**src/rtl/sig_sync_edge_det.sv**
```systemverilog
// Per-channel STAGES-deep synchroniser, persistence filter, registered level/complement and rise/fall strobes.
// Optional EDGE_CNT_EN adds a channel-0 rising-edge counter with synchronous clear.
module sig_sync_edge_det #(
   parameter int WIDTH    = 1,
   parameter int STAGES   = 2,
   parameter int FILT_LEN = 0,
   parameter int CNT_W    = 16
) (
   input  logic             clk,
   input  logic             reset,
   input  logic             en,
   input  logic [WIDTH-1:0] sigIn,
   output logic [WIDTH-1:0] sigOut,
   output logic [WIDTH-1:0] sigOut_n,
   output logic [WIDTH-1:0] rise,
   output logic [WIDTH-1:0] fall,
   output logic             edge_any
`ifdef EDGE_CNT_EN
   ,
   input  logic             clr_cnt,
   output logic [CNT_W-1:0] edge_cnt
`endif
);

   // FILT_LEN of 0 and 1 both mean a single agreeing sample is enough.
   localparam int FLEN   = (FILT_LEN < 1) ? 1 : FILT_LEN;
   localparam int FW_RAW = $clog2(FILT_LEN + 1);
   localparam int FW     = (FW_RAW < 1) ? 1 : FW_RAW;
   localparam logic [FW-1:0] CNT_TOP = FW'(FLEN - 1);

   logic [WIDTH-1:0] sync_q [STAGES];
   logic [WIDTH-1:0] s_last;
   logic [FW-1:0]    cnt_q  [WIDTH];
   logic [FW-1:0]    cnt_d  [WIDTH];
   logic [WIDTH-1:0] out_d;
   logic [WIDTH-1:0] rise_d;
   logic [WIDTH-1:0] fall_d;

   always_ff @(posedge clk or negedge reset) begin
      if (!reset) begin
         for (int k = 0; k < STAGES; k++) sync_q[k] <= '0;
      end else begin
         sync_q[0] <= sigIn;
         for (int k = 1; k < STAGES; k++) sync_q[k] <= sync_q[k-1];
      end
   end

   assign s_last = sync_q[STAGES-1];

   // A differing level must be seen for FLEN consecutive enabled cycles before it is taken.
   always_comb begin
      out_d  = sigOut;
      rise_d = '0;
      fall_d = '0;
      for (int i = 0; i < WIDTH; i++) begin
         cnt_d[i] = cnt_q[i];
         if (en) begin
            if (s_last[i] == sigOut[i]) begin
               cnt_d[i] = '0;
            end else if (cnt_q[i] == CNT_TOP) begin
               cnt_d[i]  = '0;
               out_d[i]  = s_last[i];
               rise_d[i] = s_last[i];
               fall_d[i] = ~s_last[i];
            end else begin
               cnt_d[i] = cnt_q[i] + FW'(1);
            end
         end
      end
   end

   always_ff @(posedge clk or negedge reset) begin
      if (!reset) begin
         sigOut <= '0;
         rise   <= '0;
         fall   <= '0;
         for (int i = 0; i < WIDTH; i++) cnt_q[i] <= '0;
      end else begin
         sigOut <= out_d;
         rise   <= rise_d;
         fall   <= fall_d;
         for (int i = 0; i < WIDTH; i++) cnt_q[i] <= cnt_d[i];
      end
   end

   assign sigOut_n = ~sigOut;
   assign edge_any = |(rise | fall);

`ifdef EDGE_CNT_EN
   always_ff @(posedge clk or negedge reset) begin
      if (!reset) begin
         edge_cnt <= '0;
      end else if (clr_cnt) begin
         edge_cnt <= '0;
      end else if (rise[0]) begin
         edge_cnt <= edge_cnt + CNT_W'(1);
      end
   end
`endif

endmodule

```
**config.mk**
```make
export PLATFORM = sky130hd
export DESIGN_NAME = sig_sync_edge_det
export DESIGN_NICKNAME = d
export VERILOG_FILES = /design/src/rtl/sig_sync_edge_det.sv
export SDC_FILE = /design/constraint.sdc
export NUM_CORES = 1
export LEC_CHECK = 0
export CAP_MARGIN = 20
export CORE_AREA = 2 2 39 41
export DETAILED_ROUTE_END_ITERATION = 6
export DIE_AREA = 0 0 41 43
export DONT_BUFFER_PORTS = 1
export PLACE_DENSITY_LB_ADDON = 0.15
export SYNTH_ARGS = -nofsm -noshare
export SYNTH_HDL_FRONTEND = slang
export SYNTH_SLANG_ARGS = --single-unit
```
**constraint.sdc**
```tcl
create_clock -name clk -period 2 [get_ports clk]
set_input_delay 0.5 -clock clk [delete_from_list [all_inputs] [get_ports clk]]
set_output_delay 0.5 -clock clk [all_outputs]
set_load 0.03 [all_outputs]
```
==> job_summary.md, run 1 <==
### Yosys + OpenROAD results

| Metric | Value |
|---|---|
| Crit Reg-Reg Startpoint | `sigOut$_DFFE_PN0P_` |
| # DRC | `0` |
| Yosys warning total | `0` |
| Synth top area share | `64.9%` |
| Bufs on Longest Clock Path | `2` |
| RR Endpoint | `sigOut$_DFFE_PN0P_` |
| Count leader, synth | `dfrtp_1` |
| Fin crit share | `between 80% and 90%` |
| Fin. Hold Viols | `0` |
| Post-Place Cells | `30` |
| Wire length on met3 | `about 62 um` |
| CTS sink cnt | `5` |
| Hold_ws | `0.287 ns` |
| Maximum VDD drop | `0.383 mV` |
| Routed WL per cell | `between 9 and 10 um` |
| Adder share | `13.0%` |
| Clk root buf | `clkbuf_4` |
| Cell Count, Final, Fillers Out | `35` |
| R2R depth | `4` |
| Largest net degree at the start of global routing | `6` |
| CTS Buf Count | `3` |
| Tool warnings | `27` |
| Setup ws final | `0.349 ns` |
| Hold path cells | `0` |
| Worst hold path class | `in -> reg` |
| Synth top area cells | `dfrtp_1 (65%), ha_1 (13%), and2_1 (6.5%)` |
| CP cell instances | `or2_2` |
| Pwr per Cell Area | `1470 mW/mm^2` |
| Placed inst area | `213 sq um` |
| I/O pins | `9` |
| H-tree level count | `1` |
| Max-cap check violation count | `0` |
| WP buf/inv | `0` |
| Ys cells | `14` |
| Cells after Synth | `14` |
| Post-Route WL | `334 um` |
| Commonest flop | `dfrtp_1` |
| Die width | `41 um` |
| GR Overflow Total | `0` |
| Nets | `26` |
| Complex Gates by Area | `0%` |
| Sequential Area | `125 sq um` |
| Share of post-route cells with drive strength above 1 | `about a fifth` |
| First-pass GRT wire length | `510 um` |
| Synthesized cell area | `roughly 190 sq um` |
| Num rows | `14` |
| Crit-path slowest cell | `dfrtp_1` |
| Synth cell types | `7` |
| Die H | `43 um` |
| Routed wl met2 | `189 um` |
| TritonRoute pass-1 iters | `2` |
| Slew @ Worst Pin | `0.347 ns` |
| Chip area | `0.00176 sq mm` |
| Final Instance Area | `249 sq um` |
| Mux share | `under 10%` |
| Gr busiest metal | `met3` |
| Post-synth EDFFs | `0` |
| Status | `complete, no violations` |
| Critical path depth in cells | `1` |
| Post-CTS sizing | `0` |
| Worst setup path startpoint | `fall$_DFF_PN0_` |
| Met1 WL | `82 um` |
| Crit path launch type | `flip-flop` |
| Top routing layer in use | `met3` |
| Worst endpoint required time | `1.50 ns` |
| MI comb area | `60.1 sq um` |
| Max Transition Viols Final | `0` |
| Worst hold start | `sigIn` |
| Filler Cells Inserted | `152` |
| Gr usage total | `5.65%` |
| Via density | `3.20` |
| Max-slew headroom | `76.8%` |
| Pwr Total | `0.366 mW` |
| Async SR Flop Fraction | `100%` |
| Starting DRT DRC Count | `3` |
| Post-Synth XOR/XNOR Area | `0%` |
| Fin Clk Skew | `0.00256 ns` |
| Mean post-synth cell area | `~14 sq um` |
| Dominant comb cell | `simple AND/OR/NAND/NOR gates` |
| Met2 Use GR | `7.19%` |
| CTS tree | `done` |
| Core Area | `0.00138 sq mm` |
| Post-route ant nets | `0` |
| Synth area leader | `dfrtp_1` |
| Latency at later pin | `around 0.24 ns` |
| FMAX | `606 MHz` |
| Port buffer count | `0` |
| Core Util, Final | `18.0%` |
| Worst EP arrival | `1.15 ns` |
| Worst-path maximum fanout | `2` |
| Synth flops | `5` |
| Max incr delay on CP | `between 0.4 and 0.5 ns` |
| P_leak | `0.128 nW` |
| Fp_density | `between 10 and 15%` |
| Tmin final | `1.65 ns` |
| Simple share | `13.0%` |
| Endpoints failing setup | `0` |
| Initial antenna violation count | `0` |
| Floorplan Nets | `20` |
| GPL Wtd Cong | `0.556` |
| Hold endpoint | `sync_q[1]$_DFF_PN0_` |
| Setup slack, reg-to-reg | `~0.45 ns` |
| Setup TNS | `0 ns` |
| Pre-CTS WS | `between 0.4 and 0.5 ns` |
| # diodes | `0` |
| Register area share after synthesis | `64.9%` |
| Crit-path leading delay family | `flip-flops` |
| Detailed placement HPWL | `271 um` |
| RSZ-0062 raised after global routing | `no` |
| Crit end category | `output pin` |
| WS Path Type | `reg -> out` |
| Setup crit end | `edge_any` |
| Top cells by count | `dfrtp_1 (5), and2_1 (2), ha_1 (2), inv_1 (2)` |
| Area growth, synth to finish | `29.2%` |
| DR vias | `112` |
| YS chip area | `193 sq um` |
| Vias in the first global route | `134` |
| Clock slew at the register clock pins of the worst setup and hold paths | `roughly 0.04 ns` |
-- run 1: layout by cell type, fill, tap and decap left out, drive strengths merged --
cell	instances
inv	2
or2	1
ha	2
nand2b	1
dlygate4sd3	1
and2	2
dfrtp	5
clkbuf	4
mux2i	1
-- run 1: where the power goes --
part,internal (mW),switching (mW),total [mW]
clock network,0.0754,0.0412,0.117
registers,0.120,0.0492,0.169
logic,0.0237,0.0572,0.0809
total,0.219,0.148,0.366
-- run 1: cell type report --
class / count / share of cell area [%]
Multi-Input combinational cell: 7 / 24.1
Inverter: 2 / 3.02
Timing Repair Buffer: 1 / 4.02
Tap cell: 16 / 8.04
Clock buffer: 4 / 10.6
Sequential cell: 5 / 50.3
-- run 1: repair_timing --
item,CTS,global route
hold buffers,1,0
buffers inserted,0,0
hold endpoints to repair,5,0
setup endpoints to repair,0,0
Run 1, I/O nets highlighted:
The bar under the picture is 10 um long.
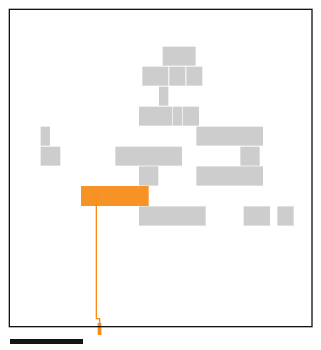
`sigIn` -> orange  # bits 1, direction input, edge south, end cells 1, buffers 0, wire 18.1 um

Run 1, congestion heat map:
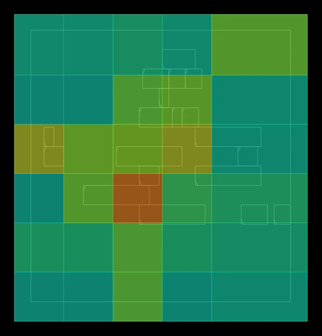
grt met1 use: 2.94%
met3 usage: 9.42%

Run 1, the metal 3 layer:
The bar under the picture is 10 um long.
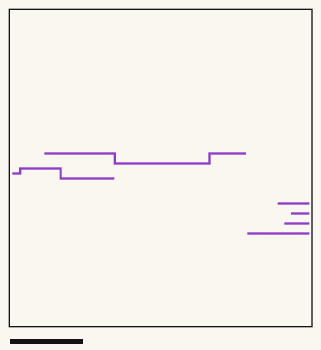
longest straight run = 12.9 um
nets with wire on the layer = 6
wire length on this layer = 63.0 um
share of all routed wire = 19%

Run 1, routed metal, one colour a layer:
The bar under the picture is 10 um long.
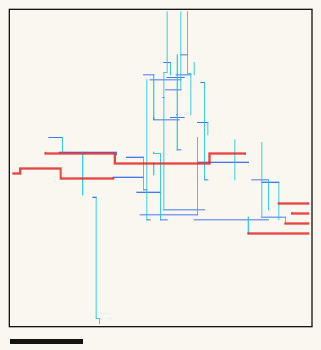

==> run 2: changes to the inputs <==
- clock period: 2 -> 1.4 ns (I/O delays scaled with it)
Run 2, routed metal, one colour a layer:
The bar under the picture is 10 um long.
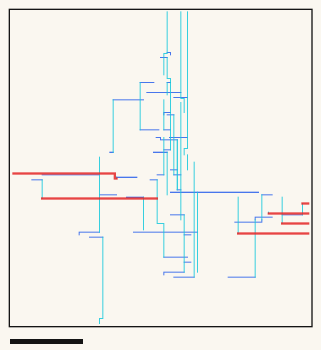
metal 3 -> red  # wire length 49.7 um
metal 1 -> blue  # wire length 103 um
metal 2 -> cyan  # wire length 216 um

Run 2, the metal 3 layer:
The bar under the picture is 10 um long.
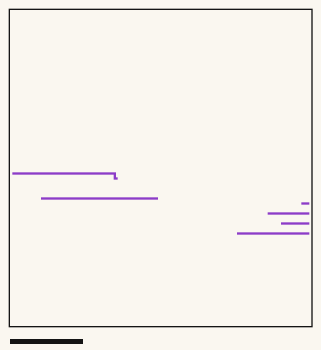
share of all routed wire = 13%
main direction = horizontal
longest straight run = 15.6 um
wire length on this layer = 49.7 um
nets with wire on the layer = 6
met3 usage: 7.85%
DR vias: 127
Post-Route WL: 368 um

Run 2, I/O nets highlighted:
The bar under the picture is 10 um long.
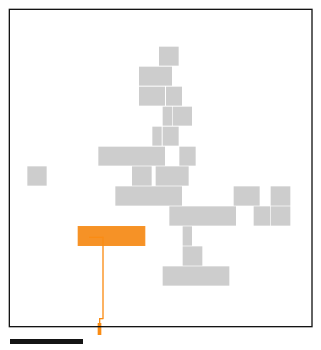
`sigIn` -> orange  # bits 1, direction input, edge south, end cells 1, buffers 0, wire 14.0 um
I/O pins: 9
port buffer count: 0

==> job_summary.md, run 2 <==
### Yosys + OpenROAD results

| Metric | Value |
|---|---|
| Gr usage total | `6.35% (+0.70 points)` |
| Crit-path slowest cell | `or2_2` |
| Post-route ant nets | `0 (unchanged)` |
| Adder share | `13.0% (unchanged)` |
| Fin Clk Skew | `0.00130 ns (-0.00126 ns)` |
| Die width | `41 um (unchanged)` |
| Area growth, synth to finish | `44.8%` |
| Yosys warning total | `0 (unchanged)` |
| Most frequent cells in the layout | `dfrtp_1 (5), buf_4 (4), clkbuf_4 (3), and2_1 (2), ha_1 (2)` |
| TritonRoute pass-1 iters | `1 (-1)` |
| Power Clock | `0.165 mW (+41%)` |
| Mean post-synth cell area | `13.8 sq um (unchanged)` |
| Complex Gates by Area | `0% (unchanged)` |
| Signal buffers share of area | `14.3% (+10 points)` |
| MI comb area | `60.1 sq um (unchanged)` |
| Tapcell count | `16 (unchanged)` |
| Internal power | `0.363 mW (+66%)` |
| Synth flops | `5 (unchanged)` |
| Worst-path maximum fanout | `2 (unchanged)` |
| Clk root buf | `clkbuf_4` |
| Die H | `43 um (unchanged)` |
| Endpoints failing setup | `0 (unchanged)` |
| Synth top area share | `64.9% (unchanged)` |
| CP cell instances | `or2_2` |
| Async SR Flop Fraction | `100% (unchanged)` |
| Critical path depth in cells | `1 (unchanged)` |
| Latency at later pin | `0.24 ns (about the same)` |
| Pwr per Cell Area | `2100 mW/mm^2 (+42%)` |
| CTS Buf Count | `3 (unchanged)` |
| Filler Cells Inserted | `158 (+3.9%)` |
| Top power group | `combinational logic` |
| Grt met1 use | `3.91% (+0.97 points)` |
| Core Util, Final | `20.2% (+2.2 points)` |
| Pwr Total | `0.585 mW (+60%)` |
| Final Instance Area | `279 sq um (+12%)` |
| Most instantiated logic cell after routing | `dfrtp_1` |
| YS chip area | `193 sq um (unchanged)` |
| Commonest flop | `dfrtp_1` |
| Core Area | `0.00138 sq mm (unchanged)` |
| # DRC | `0 (unchanged)` |
| # diodes | `0 (unchanged)` |
| FMAX | `748 MHz` |
| Met2 Use GR | `9.38% (+2.2 points)` |
| Tmin final | `1.34 ns` |
| Logic pwr share | `39.6% (+18 points)` |
| RSZ-0062 raised after global routing | `no` |
| Register area share after synthesis | `64.9% (unchanged)` |
| Top cells by count | `dfrtp_1 (5), and2_1 (2), ha_1 (2), inv_1 (2)` |
| Nets | `30 (+15%)` |
| Multi-In Gates | `7 (unchanged)` |
| Flop count | `5 (unchanged)` |
| Synth cell types | `7 (unchanged)` |
| Slew @ Worst Pin | `0.237 ns (-0.110 ns)` |
| Status | `complete, no violations` |
| R2R depth | `4 (unchanged)` |
| Switching part of the total | `37.9% (-2.4 points)` |
| Mux share | `5.19% (unchanged)` |
| WS Path Type | `reg -> out` |
| Fin. Hold Viols | `0 (unchanged)` |
| Clock-cell share of area | `9.42% (-1.1 points)` |
| Leading cell kind | `sequential cells` |
| Seq group | `0.188 mW (+10%)` |
| Dominant comb cell | `simple AND/OR/NAND/NOR gates` |
| Starting DRT DRC Count | `0 (-3)` |
| Clock Power Share | `28.3% (-3.5 points)` |
| WP buf/inv | `0 (unchanged)` |
| Routed wl met2 | `216 um (+14%)` |
| Num rows | `14 (unchanged)` |
| Post-CTS sizing | `0 (unchanged)` |
| Non-Clock Inverter Count | `2 (unchanged)` |
| P_leak | `0.148 nW (+15%)` |
| Worst hold path class | `in -> reg` |
| Chip area | `0.00176 sq mm (unchanged)` |
| Max Transition Viols Final | `0 (unchanged)` |
| CTS tree | `done` |
| Met1 WL | `102 um (+24%)` |
| Sequential cell area share | `44.8% (-5.4 points)` |
| CTS sink cnt | `5 (unchanged)` |
| Sw Pwr | `0.221 mW (+50%)` |
| Cell Count, Final, Fillers Out | `39 (+11%)` |
| Synth area leader | `dfrtp_1` |
| Non-clk bufs | `5 (+4)` |
| Crit-path leading delay family | `simple AND/OR/NAND/NOR gates` |
| Crit end category | `output pin` |
| Reg power frac | `32.2% (-14 points)` |
| Initial antenna violation count | `0 (unchanged)` |
| Bufs on Longest Clock Path | `2 (unchanged)` |
| Setup ws final | `0.0634 ns (-0.285 ns)` |
| Crit path launch type | `flip-flop` |
| Tool warnings | `27 (unchanged)` |
| Routed WL per cell | `9.44 um (-1.1%)` |
| Via density | `3.26 (+1.8%)` |
| Pre-CTS WS | `0.315 ns (-0.112 ns)` |
| Comb/total area | `21.5% (-2.6 points)` |
| Hold_ws | `0.136 ns (-0.152 ns)` |
| Fp_density | `13.9% (unchanged)` |
| Top routing layer in use | `met3` |
| Share of post-route cells with drive strength above 1 | `39.1% (+18 points)` |
| Max-slew headroom | `84.1% (+7.3 points)` |
| Maximum VDD drop | `0.623 mV (+63%)` |
| Sequential Area | `125 sq um (unchanged)` |
| Cells after Synth | `14 (unchanged)` |
| GR Overflow Total | `0 (unchanged)` |
| Synth top area cells | `dfrtp_1 (65%), ha_1 (13%), and2_1 (6.5%)` |
| Worst endpoint required time | `1.05 ns (-0.45 ns)` |
| Post-Place Cells | `34 (+13%)` |
| Synthesized cell area | `193 sq um (unchanged)` |
| Setup TNS | `0 ns (unchanged)` |
| Post-synth EDFFs | `0 (unchanged)` |
| Wire length on met3 | `49 um (-21%)` |
| GPL Wtd Cong | `0.546 (-1.9%)` |
| Hold path cells | `0 (unchanged)` |
-- run 2: cell counts after synthesis --
No cell type changed its count.
-- run 2: path summary, 6_finish.rpt --
check / startpoint / end / slack (ns)
hold / removal: sigIn / sync_q[1]$_DFF_PN0_ / 0.14
min in group asynchronous: reset / s_last$_DFF_PN0_ / 0.40
max in group asynchronous: reset / rise$_DFF_PN0_ / 0.80
hold reg to reg: sync_q[1]$_DFF_PN0_ / s_last$_DFF_PN0_ / 0.35
setup / recovery: fall$_DFF_PN0_ / edge_any / 0.06
setup reg to reg: sigOut$_DFFE_PN0P_ / sigOut$_DFFE_PN0P_ / 0.33
-- run 2: timing repair --
| item | in CTS | in global routing |
|---|---|---|
| hold endpoints to repair | 5 | 0 |
| buffers inserted | 0 | 0 |
| hold buffers | 1 | 0 |
==> run 3: changes to the inputs <==
- GPL_ROUTABILITY_DRIVEN: default -> 0
Run 3, routed metal, one colour a layer:
The bar under the picture is 10 um long.
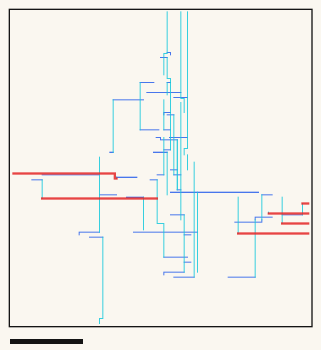
metal 3 -> red  # wire length 49.7 um
metal 1 -> blue  # wire length 103 um
metal 2 -> cyan  # wire length 216 um

Run 3, the metal 3 layer:
The bar under the picture is 10 um long.
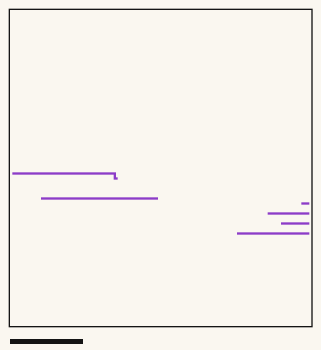
main direction = horizontal
longest straight run = 15.6 um
share of all routed wire = 13%

Run 3, congestion heat map:
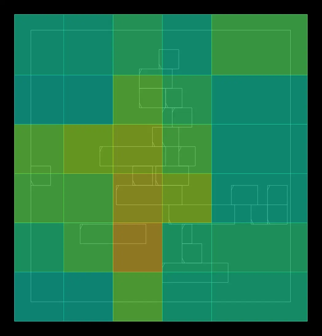
gr usage total: 6.35%
met2 Use GR: 9.38%

==> job_summary.md, run 3 <==
### Yosys + OpenROAD results

| Metric | Value |
|---|---|
| Critical path depth in cells | `1 (unchanged)` |
| Top power group | `combinational logic` |
| Async SR Flop Fraction | `100% (unchanged)` |
| TritonRoute pass-1 iters | `1 (unchanged)` |
| Logic pwr share | `39.6% (about the same)` |
| Pwr Total | `0.585 mW (unchanged)` |
| Synth top area cells | `dfrtp_1 (65%), ha_1 (13%), and2_1 (6.5%)` |
| Post-Route WL | `368 um (unchanged)` |
| Crit path launch type | `flip-flop` |
| RSZ-0062 raised after global routing | `no` |
| Reg power frac | `32.2% (about the same)` |
| Commonest flop | `dfrtp_1` |
| Setup Buffers After CTS | `0 (unchanged)` |
| Mean post-synth cell area | `13.8 sq um (unchanged)` |
| Fin. Hold Viols | `0 (unchanged)` |
| Worst hold path class | `in -> reg` |
| Sequential Area | `125 sq um (unchanged)` |
| Worst hold start | `sigIn` |
| DR vias | `127 (unchanged)` |
| Crit-path leading delay family | `simple AND/OR/NAND/NOR gates` |
| Switching part of the total | `37.9% (unchanged)` |
| Filler Cells Inserted | `158 (unchanged)` |
| I/O pins | `9 (unchanged)` |
| Chip area | `0.00176 sq mm (unchanged)` |
| Worst endpoint required time | `1.05 ns (about the same)` |
| Top routing layer in use | `met3` |
| Status | `complete, no violations` |
| Clk root buf | `clkbuf_4` |
| Hold_ws | `0.136 ns (unchanged)` |
| Final Instance Area | `279 sq um (unchanged)` |
| Synth flops | `5 (unchanged)` |
| Crit Reg-Reg Startpoint | `sigOut$_DFFE_PN0P_` |
| Die width | `41 um (unchanged)` |
| Bufs on Longest Clock Path | `2 (unchanged)` |
| CTS Buf Count | `3 (unchanged)` |
| Setup TNS | `0 ns (unchanged)` |
| WS Path Type | `reg -> out` |
| Register area share after synthesis | `64.9% (unchanged)` |
| Most instantiated logic cell after routing | `dfrtp_1` |
| Core Util, Final | `20.2% (unchanged)` |
| Fin Clk Skew | `0.00130 ns (unchanged)` |
| Internal power | `0.363 mW (unchanged)` |
| Setup crit end | `edge_any` |
| Met1 WL | `102 um (unchanged)` |
| GR Overflow Total | `0 (unchanged)` |
| Post-synth EDFFs | `0 (unchanged)` |
| Via density | `3.26 (unchanged)` |
| Sw Pwr | `0.221 mW (unchanged)` |
| Seq group | `0.188 mW (about the same)` |
| Die H | `43 um (unchanged)` |
| Pwr per Cell Area | `2100 mW/mm^2 (unchanged)` |
| Synthesized cell area | `193 sq um (unchanged)` |
| Num rows | `14 (unchanged)` |
| Maximum VDD drop | `0.623 mV (unchanged)` |
| CTS tree | `done` |
| Synth area leader | `dfrtp_1` |
| Fp_density | `13.9% (unchanged)` |
| Crit-path slowest cell | `or2_2` |
| Routed wl met2 | `216 um (unchanged)` |
| YS chip area | `193 sq um (unchanged)` |
| MI comb area | `60.1 sq um (unchanged)` |
| # DRC | `0 (unchanged)` |
| Tmin final | `1.34 ns (unchanged)` |
| Setup slack, reg-to-reg | `0.33 ns (about the same)` |
| Worst-path maximum fanout | `2 (unchanged)` |
| Clock Power Share | `28.3% (about the same)` |
| CP cell instances | `or2_2` |
| Post-CTS sizing | `0 (unchanged)` |
| Hold path cells | `0 (unchanged)` |
| Top cells by count | `dfrtp_1 (5), and2_1 (2), ha_1 (2), inv_1 (2)` |
| Worst setup path startpoint | `fall$_DFF_PN0_` |
| Max-slew headroom | `84.1% (unchanged)` |
| # diodes | `0 (unchanged)` |
| Yosys warning total | `0 (unchanged)` |
| Starting DRT DRC Count | `0 (unchanged)` |
| RR Endpoint | `sigOut$_DFFE_PN0P_` |
| Share of post-route cells with drive strength above 1 | `39.1% (unchanged)` |
| WP buf/inv | `0 (unchanged)` |
| Latency at later pin | `0.24 ns (about the same)` |
| Tool warnings | `27 (unchanged)` |
| Post-route ant nets | `0 (unchanged)` |
| Hold endpoint | `sync_q[1]$_DFF_PN0_` |
| Synth cell types | `7 (unchanged)` |
| Nets | `30 (unchanged)` |
| CTS sink cnt | `5 (unchanged)` |
| Most frequent cells in the layout | `dfrtp_1 (5), buf_4 (4), clkbuf_4 (3), and2_1 (2), ha_1 (2)` |
[run 3: area by class of cell]
class	instances	share of cell area (%)
clock buffers	4	9.42
inverters	2	2.69
multi-input cells	7	21.5
flip-flops and latches	5	44.8
well taps	16	7.17
repair buffers	5	14.3
[run 3: kinds of logic after synthesis]
logic type | after synthesis | synth area share (%)
buf+inv | 2 | 3.90
simple gates | 4 | 13.0
fa+ha+maj | 2 | 13.0
mux | 1 | 5.20
flops | 5 | 64.9
[run 3: layer usage]
metal	up-vias	global-route usage, %
met5	-	0
li1	59	-
met4	0	4.00
met1	61	3.91
met2	7	9.38
met3	0	7.85
[run 3: worst reg2reg max path, stage by stage (launching register included)]
cell	delay (ns)
dfrtp_1	0.36
inv_2	0.05
ha_1	0.27
nand2b_1	0.15
mux2i_1	0.12
Power and IR drop assume default switching activity.
